==> run_1/placed.png <==
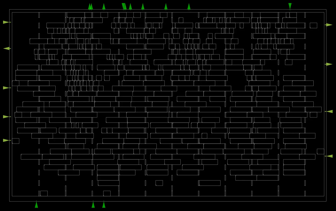
==> run_1/ff_map.png <==
Scale bar: 50 µm. Other sequential cells in the stronger grey, the rest of the logic in the fainter grey.
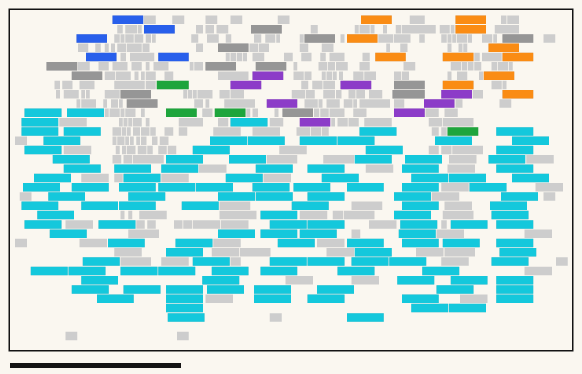
==> run_1/port_trees.png <==
Scale bar: 50 µm.
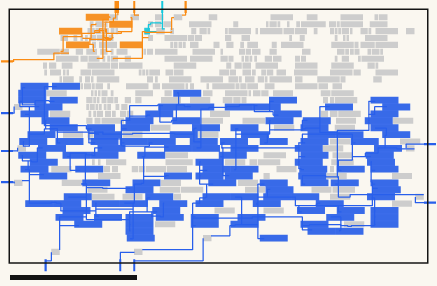
**src/rtl/uart_tx_fifo.sv**
```systemverilog
// uart_tx_fifo: byte FIFO feeding an 8N1 serializer.
// Bytes queued on osc_clk leave LSB first on o_Tx_Serial.
module uart_tx_fifo #(
    parameter int CLKS_PER_BIT = 1155,
    parameter int DEPTH        = 16
) (
    input  logic                   osc_clk,
    input  logic                   Reset,
    input  logic                   i_Wr_En,
    input  logic [7:0]             i_Wr_Byte,
    output logic                   o_Full,
    output logic                   o_Empty,
    output logic [$clog2(DEPTH):0] o_Count,
    output logic                   o_Overflow,
    output logic                   o_Tx_Serial,
    output logic                   o_Tx_Active,
    output logic                   o_Tx_Done
);

    localparam int AW = $clog2(DEPTH);
    localparam int CW = $clog2(CLKS_PER_BIT);
    localparam logic [CW-1:0] CNT_MAX  = CW'(CLKS_PER_BIT - 1);
    localparam logic [AW:0]   FULL_CNT = (AW + 1)'(DEPTH);

    typedef enum logic [1:0] {
        IDLE,
        START,
        DATA,
        STOP
    } state_t;

    state_t        state;
    state_t        state_n;
    logic [CW-1:0] cnt;
    logic [CW-1:0] cnt_n;
    logic [2:0]    idx;
    logic [2:0]    idx_n;
    logic [7:0]    shreg;
    logic [7:0]    mem [DEPTH];
    logic [AW-1:0] wr_ptr;
    logic [AW-1:0] rd_ptr;
    logic [AW:0]   count;
    logic          wr_acc;
    logic          pop;
    logic          serial_n;
    logic          active_n;
    logic          done_n;

    assign o_Full  = (count == FULL_CNT);
    assign o_Empty = (count == '0);
    assign o_Count = count;
    assign wr_acc  = i_Wr_En && !o_Full;

    // FIFO storage, written only when the write is accepted
    always_ff @(posedge osc_clk) begin
        if (wr_acc) begin
            mem[wr_ptr] <= i_Wr_Byte;
        end
    end

    // Pointers, occupancy and sticky overflow; a pop never rescues a write on full
    always_ff @(posedge osc_clk or negedge Reset) begin
        if (!Reset) begin
            wr_ptr     <= '0;
            rd_ptr     <= '0;
            count      <= '0;
            o_Overflow <= 1'b0;
        end else begin
            if (wr_acc) begin
                wr_ptr <= wr_ptr + AW'(1);
            end
            if (pop) begin
                rd_ptr <= rd_ptr + AW'(1);
            end
            if (wr_acc && !pop) begin
                count <= count + (AW + 1)'(1);
            end else if (!wr_acc && pop) begin
                count <= count - (AW + 1)'(1);
            end
            if (i_Wr_En && o_Full) begin
                o_Overflow <= 1'b1;
            end
        end
    end

    // Serializer state plus registered line outputs, so the pin comes straight off a flop
    always_ff @(posedge osc_clk or negedge Reset) begin
        if (!Reset) begin
            state       <= IDLE;
            cnt         <= '0;
            idx         <= '0;
            shreg       <= '0;
            o_Tx_Serial <= 1'b1;
            o_Tx_Active <= 1'b0;
            o_Tx_Done   <= 1'b0;
        end else begin
            state       <= state_n;
            cnt         <= cnt_n;
            idx         <= idx_n;
            o_Tx_Serial <= serial_n;
            o_Tx_Active <= active_n;
            o_Tx_Done   <= done_n;
            if (pop) begin
                shreg <= mem[rd_ptr];
            end
        end
    end

    // Next state, baud counting and the output values for the coming cycle
    always_comb begin
        state_n = state;
        cnt_n   = cnt + CW'(1);
        idx_n   = idx;
        pop     = 1'b0;
        unique case (state)
            IDLE: begin
                cnt_n = '0;
                idx_n = '0;
                if (!o_Empty) begin
                    pop     = 1'b1;
                    state_n = START;
                end
            end
            START: begin
                if (cnt == CNT_MAX) begin
                    cnt_n   = '0;
                    state_n = DATA;
                end
            end
            DATA: begin
                if (cnt == CNT_MAX) begin
                    cnt_n = '0;
                    if (idx == 3'd7) begin
                        state_n = STOP;
                    end else begin
                        idx_n = idx + 3'd1;
                    end
                end
            end
            STOP: begin
                if (cnt == CNT_MAX) begin
                    cnt_n   = '0;
                    state_n = IDLE;
                end
            end
            default: begin
                cnt_n   = '0;
                state_n = IDLE;
            end
        endcase
        done_n   = (state == STOP) && (state_n == IDLE);
        active_n = (state_n != IDLE);
        serial_n = 1'b1;
        if (state_n == START) begin
            serial_n = 1'b0;
        end else if (state_n == DATA) begin
            serial_n = shreg[idx_n];
        end
    end

endmodule
```
**config.mk**
```make
export PLATFORM = sky130hd
export DESIGN_NAME = uart_tx_fifo
export DESIGN_NICKNAME = d
export VERILOG_FILES = /design/src/rtl/uart_tx_fifo.sv
export SDC_FILE = /design/constraint.sdc
export NUM_CORES = 1
export LEC_CHECK = 0
export CAP_MARGIN = 25
export CORE_ASPECT_RATIO = 0.6
export CORE_UTILIZATION = 45
export CTS_CLUSTER_SIZE = 25
export DETAILED_ROUTE_END_ITERATION = 12
export HOLD_SLACK_MARGIN = 0.05
export SLEW_MARGIN = 20
export SYNTH_ARGS = -nofsm -noshare
export SYNTH_HDL_FRONTEND = slang
export SYNTH_SLANG_ARGS = --single-unit
```
**constraint.sdc**
```tcl
create_clock -name osc_clk -period 3.19 [get_ports osc_clk]
set_input_delay 0.319 -clock osc_clk [delete_from_list [all_inputs] [get_ports osc_clk]]
set_output_delay 0.319 -clock osc_clk [all_outputs]
set_load 0.01 [all_outputs]
```
==> reports/qor.yml, run 1 <==
yosys_warnings: 0
crit_chain: "nor4_1 -> nand2b_1 -> inv_1 -> nor3_1 -> inv_1 -> ha_1 -> inv_1 -> ha_1 -> a21o_1 -> a21oi_1 -> xnor2_1 -> nor2_1 -> xor2_1"
flops: 169
dr.pass1.iters: 5
hold_path_class: "input pin to async pin"
clock_power_mw: 1.93
wl_met2_mm: 5.99
yosysTopAreaCellShare: 0.540
pwr-share-comb: 0.166
grt_antenna_before_repair: 0
htreeDepth: 4
cts.sinks: 169
path_delay_family: "simple AND/OR/NAND/NOR gates"
inverters: 11
aoi_share: 0.0344
fmax_ghz: 0.363
outcome: "finished clean"
top_regs: "mem x128, cnt x11, shreg x8"
p_leak_nw: 2.88
fp.coreArea_um2: 15400
path_depth: 13
drt-total-wl_mm: 14.1
overflow: 0
-- placed.png (at the start) --
Final Util: 0.534
Std-Cell Rows: 35
final cell count without fillers: 671

-- ff_map.png (at the start) --
colour	name in the netlist	sequential cells
purple	shreg	8
cyan	mem	128
orange	cnt	11
green	rd_ptr	4
blue	o_Count	5

-- port_trees.png (at the start) --
colour	port	bits	direction	edge	end cells	wire
blue	i_Wr_Byte	8	input	3 left, 3 bottom, 2 right	128	1,460 µm
orange	o_Count	5	output	4 top, 1 left	5	210 µm
cyan	o_Full	1	output	top	1	19.1 µm

==> run 1 -> run 2 <==
--- a/config.mk
+++ b/config.mk
@@ -10,7 +10,9 @@
 export CORE_UTILIZATION = 45
 export CTS_CLUSTER_SIZE = 25
 export DETAILED_ROUTE_END_ITERATION = 12
+export DONT_BUFFER_PORTS = 1
 export HOLD_SLACK_MARGIN = 0.05
+export REMOVE_ABC_BUFFERS = 1
 export SLEW_MARGIN = 20
 export SYNTH_ARGS = -nofsm -noshare
 export SYNTH_HDL_FRONTEND = slang
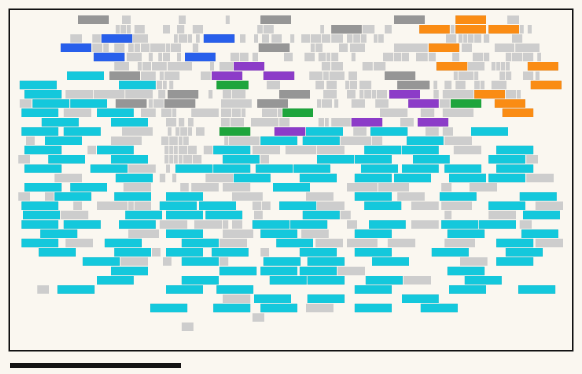
(run_2/ff_map.png)
Scale bar: 50 µm. Other sequential cells in the stronger grey, the rest of the logic in the fainter grey.
colour	name in the netlist	sequential cells
cyan	mem	128
blue	o_Count	5
green	rd_ptr	4
orange	cnt	11
purple	shreg	8

==> reports/qor.yml, run 2 <==
outcome: "finished clean"
comb_area_frac: 0.258
clkbuf_count: 19
async_flop_share: 0.243
hp-start: "i_Wr_En"
crit_chain: "nor4_1 -> and2_1 -> nor2b_1 -> ha_1 -> inv_1 -> ha_1 -> a21o_1 -> a21oi_1 -> xnor2_1 -> nor2_1 -> xor2_1"
path_depth: 11  # -2
flop_cell: "edfxtp_1"
place_hpwl_mm: 9.62
cp.buffers_inverters: 1
fp.coreArea_um2: 15400  # unchanged
fin_cells: 665  # -0.89%
clk_latency_ns: 0.42
wl_met2_mm: 6.30  # +5.1%
yosysTopAreaCell: "edfxtp_1"
path_delay_family: "simple AND/OR/NAND/NOR gates"
fmax_ghz: 0.347  # -4.4%
reg2regPathDepth: 11
n_all_buffers: 38
final_core_util: 0.531  # -0.00398
aoi_share: 0.0344  # unchanged
hold_path_class: "input pin to flop"
flops: 169  # unchanged
period_minus_slack_ns: 2.88
dr.pass1.iters: 4  # -1
top_regs: "mem x128, cnt x11, shreg x8"
fp-row-count: 35  # unchanged
yosys_warnings: 0  # unchanged
yosysTopAreaCellShare: 0.540  # unchanged
overflow: 0  # unchanged
cts.sinks: 169  # unchanged
pwr-share-comb: 0.156  # -0.010
route.detailed.drc: 0
clock_power_mw: 1.97  # +2%
diodes: 0
grt_antenna_before_repair: 0  # unchanged
htreeDepth: 4  # unchanged
synthToLayoutAreaGrowth_pct: 14.8
p_leak_nw: 2.89  # +0.31%
drt-total-wl_mm: 14.5  # +3.2%
==> run 2 -> run 3 <==
--- a/config.mk
+++ b/config.mk
@@ -5,6 +5,7 @@
 export SDC_FILE = /design/constraint.sdc
 export NUM_CORES = 1
 export LEC_CHECK = 0
+export ABC_CLOCK_PERIOD_IN_PS = 3190
 export CAP_MARGIN = 25
 export CORE_ASPECT_RATIO = 0.6
 export CORE_UTILIZATION = 45
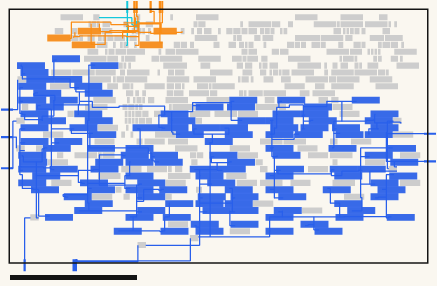
(run_3/port_trees.png)
Scale bar: 50 µm.
colour	port	bits	direction	edge	end cells	wire
cyan	o_Full	1	output	top	1	32.9 µm
orange	o_Count	5	output	top	5	226 µm
blue	i_Wr_Byte	8	input	3 left, 3 bottom, 2 right	128	1,560 µm

==> reports/qor.yml, run 3 <==
outcome: "finished clean"
grt_antenna_before_repair: 0  # unchanged
path_depth: 11  # unchanged
dr.pass1.iters: 4  # unchanged
clock_power_mw: 1.97  # about the same
flop_cell: "edfxtp_1"
fp.coreArea_um2: 15400  # unchanged
hold_path_class: "input pin to flop"
aoi_share: 0.0344  # unchanged
drt-total-wl_mm: 14.5  # unchanged
hp-start: "i_Wr_En"
wl_met2_mm: 6.30  # unchanged
yosysTopAreaCellShare: 0.540  # unchanged
diodes: 0  # unchanged
synthToLayoutAreaGrowth_pct: 14.8  # unchanged
cp.buffers_inverters: 1  # unchanged
fp-row-count: 35  # unchanged
async_flop_share: 0.243  # unchanged
htreeDepth: 4  # unchanged
yosys_warnings: 0  # unchanged
route.detailed.drc: 0  # unchanged
flops: 169  # unchanged
crit_chain: "nor4_1 -> and2_1 -> nor2b_1 -> ha_1 -> inv_1 -> ha_1 -> a21o_1 -> a21oi_1 -> xnor2_1 -> nor2_1 -> xor2_1"
period_minus_slack_ns: 2.88  # unchanged
Power figures rest on the tool's default switching activity, not on a simulated workload.
